===== src/rtl/xor_combine_pipe.sv =====
// xor_combine_pipe
// Masked multi-lane XOR (optionally XNOR) reduction behind a DEPTH-stage
// valid/ready pipeline. Each stage can fill whenever it is empty, so bubbles
// close up under back-pressure. A saturating counter tallies delivered
// nonzero results.
//
// Stage layout:
//   DEPTH == 1 : the reduction is computed from the live inputs straight into
//                the single (output) stage.
//   DEPTH >= 2 : stage 1 holds the masked lanes plus the invert flag. The
//                reduction sits between stage 1 and stage 2. Stages
//                3..DEPTH carry the reduced word unchanged.
// Only the valid bits, the counter and the output valid are reset.
// data_o is forced to zero while valid_o is low, so payload registers do not
// need a reset.
module xor_combine_pipe #(
    parameter int WIDTH = 1,
    parameter int LANES = 3,
    parameter int DEPTH = 2,
    parameter int CNT_W = 16
) (
    input  logic                   clk_i,
    input  logic                   rst_ni,
    input  logic [LANES*WIDTH-1:0] data_i,
    input  logic [LANES-1:0]       mask_i,
    input  logic                   invert_i,
    input  logic                   valid_i,
    output logic                   ready_o,
    output logic [WIDTH-1:0]       data_o,
    output logic                   valid_o,
    input  logic                   ready_i,
    input  logic                   clr_i,
    output logic [CNT_W-1:0]       nz_cnt_o
);

    // XOR of all lanes, seeded with the replicated invert flag. Starting from
    // all-ones gives the XNOR form at no extra cost.
    function automatic logic [WIDTH-1:0] xor_reduce(
        input logic [LANES*WIDTH-1:0] lanes,
        input logic                   inv
    );
        logic [WIDTH-1:0] acc;
        acc = {WIDTH{inv}};
        for (int k = 0; k < LANES; k++) begin
            acc = acc ^ lanes[k*WIDTH +: WIDTH];
        end
        return acc;
    endfunction

    // Lanes whose mask bit is 0 are replaced by zeros before capture.
    logic [LANES*WIDTH-1:0] masked_lanes;

    for (genvar gi = 0; gi < LANES; gi++) begin : g_mask
        assign masked_lanes[gi*WIDTH +: WIDTH] =
            data_i[gi*WIDTH +: WIDTH] & {WIDTH{mask_i[gi]}};
    end

    // ------------------------------------------------------------------
    // Valid chain and advance conditions
    // ------------------------------------------------------------------
    logic [DEPTH-1:0] vld_q;
    logic [DEPTH-1:0] vld_d;
    logic [DEPTH-1:0] adv;

    // A stage may take new contents when it is empty or its successor moves.
    // The last stage moves when the output is idle or the consumer accepts it.
    always_comb begin
        adv            = '0;
        adv[DEPTH-1]   = ~vld_q[DEPTH-1] | ready_i;
        for (int i = DEPTH - 2; i >= 0; i--) begin
            adv[i] = ~vld_q[i] | adv[i+1];
        end
    end

    // Valid bits shift along with their payload. A bubble moving forward
    // loads a 0, so no phantom beat is ever created.
    always_comb begin
        vld_d    = vld_q;
        vld_d[0] = adv[0] ? valid_i : vld_q[0];
        for (int i = 1; i < DEPTH; i++) begin
            vld_d[i] = adv[i] ? vld_q[i-1] : vld_q[i];
        end
    end

    // Valid bits clear asynchronously, so in-flight beats vanish on reset.
    always_ff @(posedge clk_i or negedge rst_ni) begin
        if (!rst_ni) begin
            vld_q <= '0;
        end else begin
            vld_q <= vld_d;
        end
    end

    // ------------------------------------------------------------------
    // Payload path
    // ------------------------------------------------------------------
    logic [WIDTH-1:0] last_data;

    if (DEPTH == 1) begin : g_single
        logic [WIDTH-1:0] out_q;
        logic [WIDTH-1:0] out_d;

        // Single stage: reduce the live inputs directly into the output register.
        always_comb begin
            out_d = out_q;
            if (adv[0]) begin
                out_d = xor_reduce(masked_lanes, invert_i);
            end
        end

        // Payload register, no reset needed (output is gated by valid).
        always_ff @(posedge clk_i) begin
            out_q <= out_d;
        end

        assign last_data = out_q;
    end else begin : g_multi
        logic [LANES*WIDTH-1:0] lanes_q;
        logic [LANES*WIDTH-1:0] lanes_d;
        logic                   inv_q;
        logic                   inv_d;
        logic [WIDTH-1:0]       res_q [1:DEPTH-1];
        logic [WIDTH-1:0]       res_d [1:DEPTH-1];

        // Stage 1 captures masked lanes and invert. Stage 2 captures the
        // reduction. Later stages forward the reduced word.
        always_comb begin
            lanes_d = lanes_q;
            inv_d   = inv_q;
            res_d   = res_q;
            if (adv[0]) begin
                lanes_d = masked_lanes;
                inv_d   = invert_i;
            end
            if (adv[1]) begin
                res_d[1] = xor_reduce(lanes_q, inv_q);
            end
            for (int i = 2; i < DEPTH; i++) begin
                if (adv[i]) begin
                    res_d[i] = res_q[i-1];
                end
            end
        end

        // Payload registers, no reset needed (output is gated by valid).
        always_ff @(posedge clk_i) begin
            lanes_q <= lanes_d;
            inv_q   <= inv_d;
            res_q   <= res_d;
        end

        assign last_data = res_q[DEPTH-1];
    end

    // ------------------------------------------------------------------
    // Outputs
    // ------------------------------------------------------------------
    assign ready_o = adv[0];
    assign valid_o = vld_q[DEPTH-1];
    assign data_o  = valid_o ? last_data : '0;

    // ------------------------------------------------------------------
    // Nonzero-result counter
    // ------------------------------------------------------------------
    logic             out_fire;
    logic [CNT_W-1:0] nz_cnt_q;
    logic [CNT_W-1:0] nz_cnt_d;

    assign out_fire = valid_o & ready_i;

    // Count delivered nonzero words and saturate at all-ones.
    // A clear wins over a same-cycle increment.
    always_comb begin
        nz_cnt_d = nz_cnt_q;
        if (clr_i) begin
            nz_cnt_d = '0;
        end else if (out_fire && (data_o != '0) && (nz_cnt_q != '1)) begin
            nz_cnt_d = nz_cnt_q + CNT_W'(1);
        end
    end

    // Counter register with asynchronous clear.
    always_ff @(posedge clk_i or negedge rst_ni) begin
        if (!rst_ni) begin
            nz_cnt_q <= '0;
        end else begin
            nz_cnt_q <= nz_cnt_d;
        end
    end

    assign nz_cnt_o = nz_cnt_q;

endmodule

===== config.mk =====
export PLATFORM = sky130hd
export DESIGN_NAME = xor_combine_pipe
export DESIGN_NICKNAME = d
export VERILOG_FILES = /design/src/rtl/xor_combine_pipe.sv
export SDC_FILE = /design/constraint.sdc
export NUM_CORES = 1
export LEC_CHECK = 0
export CAP_MARGIN = 30
export CORE_MARGIN = 5
export CORE_UTILIZATION = 45
export DETAILED_ROUTE_END_ITERATION = 7
export GPL_ROUTABILITY_DRIVEN = 0
export PLACE_DENSITY = 0.75
export SETUP_SLACK_MARGIN = 0.05
export SYNTH_ARGS = -nofsm -noshare
export SYNTH_HDL_FRONTEND = slang
export SYNTH_SLANG_ARGS = --single-unit

===== constraint.sdc =====
create_clock -name clk_i -period 4.13 [get_ports clk_i]
set_input_delay 0.6195 -clock clk_i [delete_from_list [all_inputs] [get_ports clk_i]]
set_output_delay 0.6195 -clock clk_i [all_outputs]
set_load 0.005 [all_outputs]

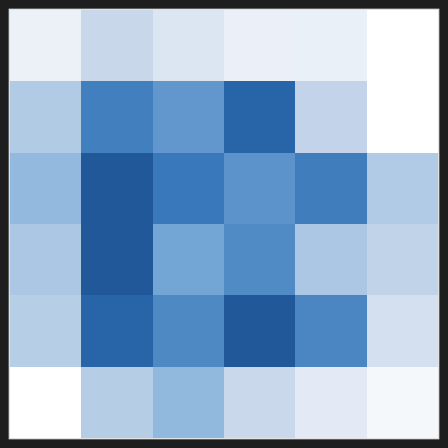
**Above:** run 1 (cell area per tile).
The die is cut into 6 by 6 equal tiles; white is low, dark blue is high, 0 to 100% covered.
- mean over tiles: 40%
- fullest tile: 84%
- emptiest ninth of the die: top right
- tiles over 75% full: 14%
- nearly empty tiles: 8.3%

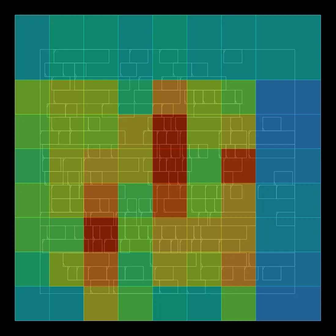
**Above:** run 1 (track usage over the die).
average wire per cell in the routed design: 15.2 µm
overall track demand over capacity in global routing: 0.156
met1 demand-to-capacity share in global routing: 0.191

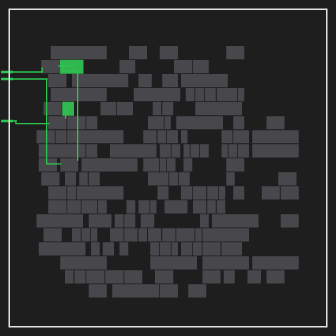
**Above:** run 1 (I/O nets highlighted).
- mask_i: green (bits 3; direction input; edge left; end cells 3; buffers 3; wire 65.9 µm)

==> impl_metrics.ini, run 1 <==
; implementation run metrics
[finish]
register_area_um2 = 601
drive_above_1_share = 0.0680
area_dominant_class = registers
seq_area_frac = 0.390
insertedDiodeCount = 0
clock_buffer_count = 3
inverters_excl_clock = 3
layout.buffer.nonclock.area_share = 0.195
finalInstanceArea_um2 = 1540
stdcell_count = 177
largest_reg_flops = 16
clock_tree_area_fraction = 0.0179
combAreaFraction = 0.365

[critical_path]
path_max_fanout = 6
startpoint_of_the_lowest_slack_register_to_register_path = nz_cnt_o[1]$_DFFE_PN0P_
cell_by_cell_listing_of_the_critical_path = clkdlybuf4s50_1, nand3b_1, clkdlybuf4s50_1
timing.critical_path.slowest_cell_delay_ps = 560
critical_path_required_ps = 3510
rr_worst_depth = 5
launch_point_of_the_critical_path = ready_i
element_type_at_the_critical_path_start = input port
cp_num_buf_inv = 2
path_class = input port to output port
path_common_cell = sky130_fd_sc_hd__clkdlybuf4s50_1
cpLargestDelayFamily = buffers and inverters
cp-endpoint = ready_o
critical_path.slowest_cell = sky130_fd_sc_hd__clkdlybuf4s50_1

[run]
tool_warnings = 26
cap_viol_max_count = 0

[routing]
detailroute.wirelength.met3_um = 177
met2_wirelength_um = 1380
met1Wirelength_um = 1140
top_layer_reached_by_signal_wires = met3
detail_route.first_pass.iterations = 4
detail_route.wirelength_um = 2700

[die]
fp_util = 0.474
die-area_um2 = 3760
tapcell.inserted = 30

[power]
p_sw_uw = 96.3
seqPwrFrac = 0.619
power.static_leakage_nw = 0.546
cellPowerDensity_nw_per_um2 = 262
total_power_uw = 403

[cts]
cts-hold-fix-buffers = 0
cts_tree = done
numCtsBuffers = 3
cts.reportedPaths.clkPinSlew_ps = 130
cts.root.buffer_cell = sky130_fd_sc_hd__clkbuf_4
clk_latency_ps = 310
worst_case_clock_buffer_depth = 2

[timing]
post-route-period-util = 0.626
final_hold_violating_endpoints = 0
tns_ps = 0
worst_case_headroom_to_the_max_slew_limit = 0.457
rsz0062_at_grt = false
report.final.slew_viol_count = 0
worst_slack_ps = 1540
setup_viol = 0
fin_hold_ws_ps = 505

[place]
port_buffers = 30
pre_cts_slack_ps = 1430
placed_cells_incl_taps = 173

[logic_synthesis]
synth_async_sr_flop_share = 0.783
syn-num-nets = 129
synth_cells = 116
synth.top_cells.by_area = sky130_fd_sc_hd__dfrtp_1 38%, sky130_fd_sc_hd__edfxtp_1 13%, sky130_fd_sc_hd__a21oi_1 3.8%
ys_cells = 116
cell_type_with_the_highest_aggregate_area_in_the_netlist = sky130_fd_sc_hd__dfrtp_1
ys_seq_share = 0.507
synthFlopType = sky130_fd_sc_hd__dfrtp_1
synth.yosys.warnings = 0

[global_route]
grt-ovfl-total = 0
met2_usage = 0.276
pin_count_of_the_biggest_net_entering_global_routing = 19
number_of_antenna_violations_at_the_first_check_in_global_routing = 0
met3_usage = 0.0231

[hold_path]
timing.hold.worst.class = flop to flop

[status]
outcome = complete, no violations
[run 1: kinds of logic (layout without fill, tap and decap cells)]
group                    after synthesis  count (layout)  share of synthesized area
XOR/XNOR                               3               3                     0.0222
adder cells (fa/ha/maj)                1               1                     0.0106
AND-OR/OR-AND                         27              27                      0.149
AND/OR/NAND/NOR                       55              55                      0.283
buffers and inverters                  6              37                     0.0190
flip-flops                            23              23                      0.507
multiplexers                           1               1                    0.00950
[run 1: power groups by stage]
stage                     registers (mW)  clock network [mW]  logic (mW)
after floorplan                    0.253                   0      0.0225
after global placement             0.254                   0      0.0497
after detailed placement           0.254                   0      0.0515
after CTS                          0.250               0.110      0.0522
after global routing               0.251               0.116      0.0563
final                              0.250               0.103      0.0507
**Run 1: the metal 1 layer**

Supply wires on this layer in gray.
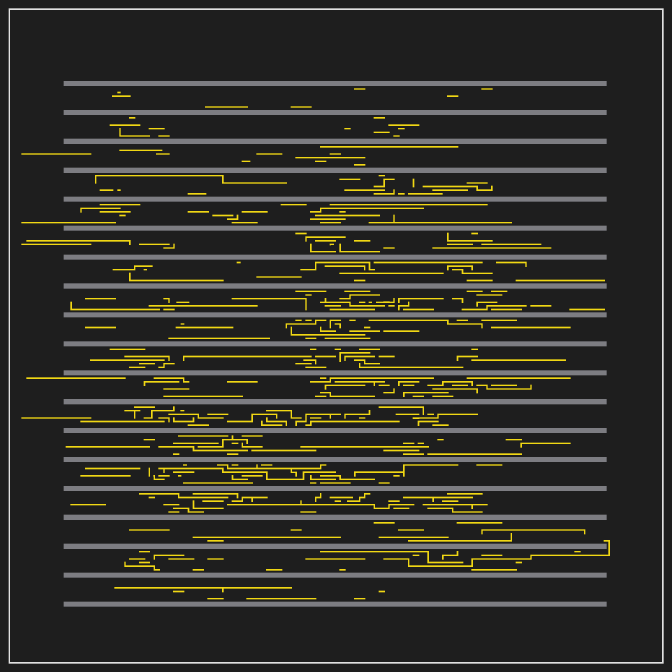

==> run 2, diff against run 1 <==
Settings changed: CORE_UTILIZATION 45 to 43.
Clock period 4.13 ns to 2.1 ns, I/O delays scaled along.
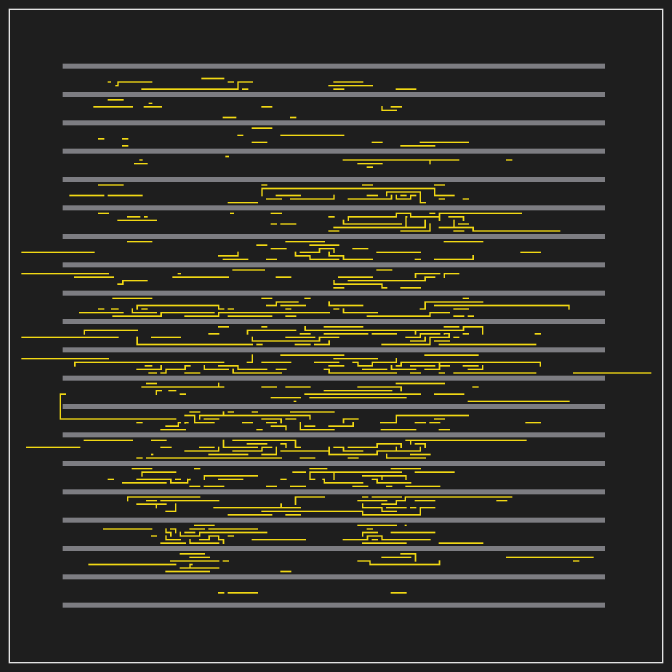
**Above:** run 2 (the metal 1 layer).
Supply wires on this layer in gray.
- nets with wire on the layer: 143
- longest straight run: 16.6 µm
- wire length on this layer: 1,140 µm
- share of all routed wire: 43%

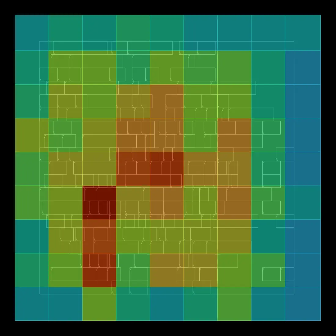
**Above:** run 2 (track usage over the die).
met3 demand-to-capacity share in global routing: 0.0252
fin util: 0.598
met2 track demand over resource: 0.254

==> run 2 against run 1 <==
  * Synthesized cell count did not move
  * Combinational power rose by 130%
  * Routed wire length fell by 2.6%
  * Utilization fell by 1.8 points
  * Critical path depth rose by 1
  * Hold slack got worse by 190 ps
  * Sequential cell count did not move
  * Sequential share of layout area fell by 1.6 points
  * Highest routed layer unchanged
==> impl_metrics.ini, run 2 <==
; implementation run metrics
[status]
outcome = complete, no violations

[cts]
cts.root.buffer_cell = sky130_fd_sc_hd__clkbuf_4
worst_case_clock_buffer_depth = 2
cts.reportedPaths.clkPinSlew_ps = 130
cts_tree = done
numCtsBuffers = 3
clk_latency_ps = 310

[die]
tapcell.inserted = 31
die-area_um2 = 3910
fp_util = 0.441

[timing]
worst_case_headroom_to_the_max_slew_limit = 0.688
tns_ps = 0
setup_viol = 0
post-route-period-util = 0.895
final_hold_violating_endpoints = 0
fin_hold_ws_ps = 311
rsz0062_at_grt = false

[critical_path]
cpLargestDelayFamily = buffers and inverters
critical_path.slowest_cell = sky130_fd_sc_hd__clkdlybuf4s50_1
critical_path_required_ps = 1780
path_common_cell = sky130_fd_sc_hd__clkdlybuf4s50_1
rr_worst_depth = 4
element_type_at_the_critical_path_start = input port
path_class = input port to output port
path_max_fanout = 3
cell_by_cell_listing_of_the_critical_path = clkdlybuf4s50_1, buf_4, nand3b_1, clkdlybuf4s50_1
startpoint_of_the_lowest_slack_register_to_register_path = nz_cnt_o[4]$_DFFE_PN0P_
cp_num_buf_inv = 3

[power]
p_comb_uw = 115
sequentialPower_uw = 490
cellPowerDensity_nw_per_um2 = 505
p_sw_uw = 192
total_power_uw = 811
pwr.group.clock_uw = 205
seqPwrFrac = 0.605
power.static_leakage_nw = 0.586

[logic_synthesis]
syn-num-nets = 129
ys_seq_share = 0.507
synth.top_cells.by_area = sky130_fd_sc_hd__dfrtp_1 38%, sky130_fd_sc_hd__edfxtp_1 13%, sky130_fd_sc_hd__a21oi_1 3.8%
ys_cells = 116
synth_cells = 116
synth.yosys.warnings = 0
cell_type_with_the_highest_aggregate_area_in_the_netlist = sky130_fd_sc_hd__dfrtp_1
synth_async_sr_flop_share = 0.783

[finish]
stdcell_count = 187
combinational_cell_area_excluding_buffers_and_inverters_um2 = 562
insertedDiodeCount = 0
area_dominant_class = registers
clock_tree_area_fraction = 0.0164
combAreaFraction = 0.350
drive_above_1_share = 0.115
clock_buffer_count = 4
finalInstanceArea_um2 = 1610
inverters_excl_clock = 3
register_area_um2 = 601
largest_reg_flops = 16
seq_area_frac = 0.374

[global_route]
grt-ovfl-total = 0
pin_count_of_the_biggest_net_entering_global_routing = 19
grt_usage = 0.145
number_of_antenna_violations_at_the_first_check_in_global_routing = 0

[place]
placed_cells_incl_taps = 183
port_buffers = 30
pre_cts_slack_ps = -6.61

[routing]
wl_per_cell_um = 14.0
detail_route.wirelength_um = 2630
detail_route.first_pass.iterations = 4

[hold_path]
timing.hold.worst.class = input port to async pin
run 2: netlist changes by cell type in the layout (fill, tap and decap cells not counted):
cell / change
sky130_fd_sc_hd__clkinv_2: -1
sky130_fd_sc_hd__buf_4: +9
sky130_fd_sc_hd__clkbuf_1: +1
run 2: layer usage:
metal | up-vias | share of wire | global-route usage
met1 | 521 | 0.43 | 0.180
met4 | 0 | 0 | 0.0451
met2 | 29 | 0.51 | 0.254
met5 | - | 0 | 0
li1 | 534 | - | -
met3 | 0 | 0.053 | 0.0252
run 2: logic make-up after synthesis:
kind of cell / Yosys count / share of synthesized area
xor+xnor: 3 / 0.0222
simple gates: 55 / 0.283
mux: 1 / 0.00950
buf+inv: 6 / 0.0190
fa+ha+maj: 1 / 0.0106
compound gates: 27 / 0.149
flops: 23 / 0.507
==> run 3, diff against run 2 <==
Settings changed: CTS_CLUSTER_DIAMETER set to 30, SLEW_MARGIN set to 30.
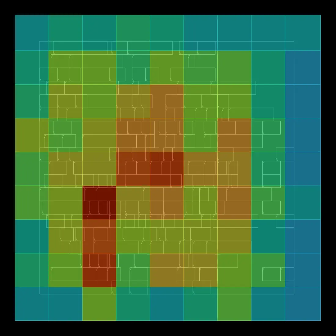
**Above:** run 3 (track usage over the die).
overall track demand over capacity in global routing: 0.145
Top Usage Layer GRT: met2
met1 demand-to-capacity share in global routing: 0.180

==> run 3 against run 2 <==
  * Clock power hardly changed
  * Clock-buffer cell count unchanged
  * Die size stayed put
  * Sequential share of layout area is the same
  * Clock skew did not move
  * Critical path type unchanged
  * Routed wire length is the same
  * Non-clock buffer count is the same
  * Highest routed layer unchanged
  * Critical endpoint unchanged
  * Final cell count unchanged
==> impl_metrics.ini, run 3 <==
; implementation run metrics
[logic_synthesis]
adder_share = 0.0106
synth-simple-area-share = 0.283
complex_gates_by_area = 0.149
ys_cells = 116
synth.yosys.warnings = 0
synth_cells = 116
ys_seq_share = 0.507
synthFlopType = sky130_fd_sc_hd__dfrtp_1
synthesized_area_fraction_occupied_by_xor_and_xnor_cells = 0.0222
synth.top_cells.by_area = sky130_fd_sc_hd__dfrtp_1 38%, sky130_fd_sc_hd__edfxtp_1 13%, sky130_fd_sc_hd__a21oi_1 3.8%
synth_async_sr_flop_share = 0.783
synth_top_cell_by_count = sky130_fd_sc_hd__dfrtp_1
synth.mux.area_fraction = 0.00950
synth.comb.largest_family = simple AND/OR/NAND/NOR gates
syn-num-nets = 129
cell_type_with_the_highest_aggregate_area_in_the_netlist = sky130_fd_sc_hd__dfrtp_1

[global_route]
met3_usage = 0.0252
pin_count_of_the_biggest_net_entering_global_routing = 19
met2_usage = 0.254
grt-ovfl-total = 0
number_of_antenna_violations_at_the_first_check_in_global_routing = 0

[place]
placed_cells_incl_taps = 183
pre_cts_slack_ps = -6.61

[routing]
met2_wirelength_um = 1350
vias = 1084
wl_per_cell_um = 14.0
detailroute.wirelength.met3_um = 140
drtIter0Drc = 21
met1Wirelength_um = 1140
detail_route.first_pass.iterations = 4
detail_route.wirelength_um = 2630

[finish]
seq_area_frac = 0.374
stdcell_count = 187
drive_above_1_share = 0.115
area_dominant_class = registers
clock_tree_area_fraction = 0.0164
clock_buffer_count = 4
layout.buffer.nonclock.area_share = 0.229
combinational_cell_area_excluding_buffers_and_inverters_um2 = 562
largest_reg_flops = 16
finish.utilization = 0.598
insertedDiodeCount = 0
inverters_excl_clock = 3
register_area_um2 = 601
finalInstanceArea_um2 = 1610
combAreaFraction = 0.350

[cts]
worst_case_clock_buffer_depth = 2
clk_latency_ps = 310
cts.reportedPaths.clkPinSlew_ps = 130
cts_tree = done
numCtsBuffers = 3
cts-hold-fix-buffers = 0
cts.root.buffer_cell = sky130_fd_sc_hd__clkbuf_4
resized_gates_after_cts = 0

[critical_path]
cpLargestDelayFamily = buffers and inverters
critical_path.slowest_cell = sky130_fd_sc_hd__clkdlybuf4s50_1
path_common_cell = sky130_fd_sc_hd__clkdlybuf4s50_1
timing.critical_path.slowest_cell_delay_ps = 510
cp_num_buf_inv = 3
path_class = input port to output port
critical_path_arrival_ps = 1560
path_max_fanout = 3
cell_by_cell_listing_of_the_critical_path = clkdlybuf4s50_1, buf_4, nand3b_1, clkdlybuf4s50_1
element_type_at_the_critical_path_start = input port

[power]
cellPowerDensity_nw_per_um2 = 505
total_power_uw = 811
seqPwrFrac = 0.605
sequentialPower_uw = 490
power.static_leakage_nw = 0.586
p_comb_uw = 115
pwr.group.clock_uw = 205
power_top_consumer = sequential cells
p_sw_uw = 192

[timing]
worst_slack_ps = 221
rsz0062_at_grt = false
tns_ps = 0
report.final.slew_viol_count = 0
fin_hold_ws_ps = 311
post-route-period-util = 0.895
final_hold_violating_endpoints = 0
worst_case_headroom_to_the_max_slew_limit = 0.688

[die]
tapcell.inserted = 31
fp_util = 0.441
die-area_um2 = 3910

[run]
tool_warnings = 26
cap_viol_max_count = 0

[status]
outcome = complete, no violations

[hold_path]
timing.hold.worst.class = input port to async pin
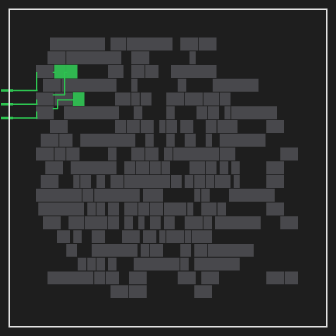
**Above:** run 3 (I/O nets highlighted).
- mask_i: green (bits 3; direction input; edge left; end cells 3; buffers 3; wire 33.6 µm)

## run 3: cell counts in the layout (fill, tap and decap cells not counted)
No cell type changed its count.
## run 3: final timing paths
| path | to | slack [ps] | start | cells past startpoint |
|---|---|---|---|---|
| worst max-delay path | ready_o | 220 | ready_i | 4 |
| worst min-delay path | nz_cnt_o[6]$_DFFE_PN0P_ | 310 | rst_ni | 2 |
| worst max register to register | nz_cnt_o[11]$_DFFE_PN0P_ | 250 | nz_cnt_o[4]$_DFFE_PN0P_ | 4 |
| worst min register to register | vld_q[1]$_DFFE_PN0P_ | 490 | vld_q[0]$_DFFE_PN0P_ | 1 |
| max in group asynchronous | nz_cnt_o[11]$_DFFE_PN0P_ | 1590 | rst_ni | 2 |
| min in group clk_i | vld_q[1]$_DFFE_PN0P_ | 490 | vld_q[0]$_DFFE_PN0P_ | 1 |
No activity file was given, so power comes from the tool's default toggle rates.
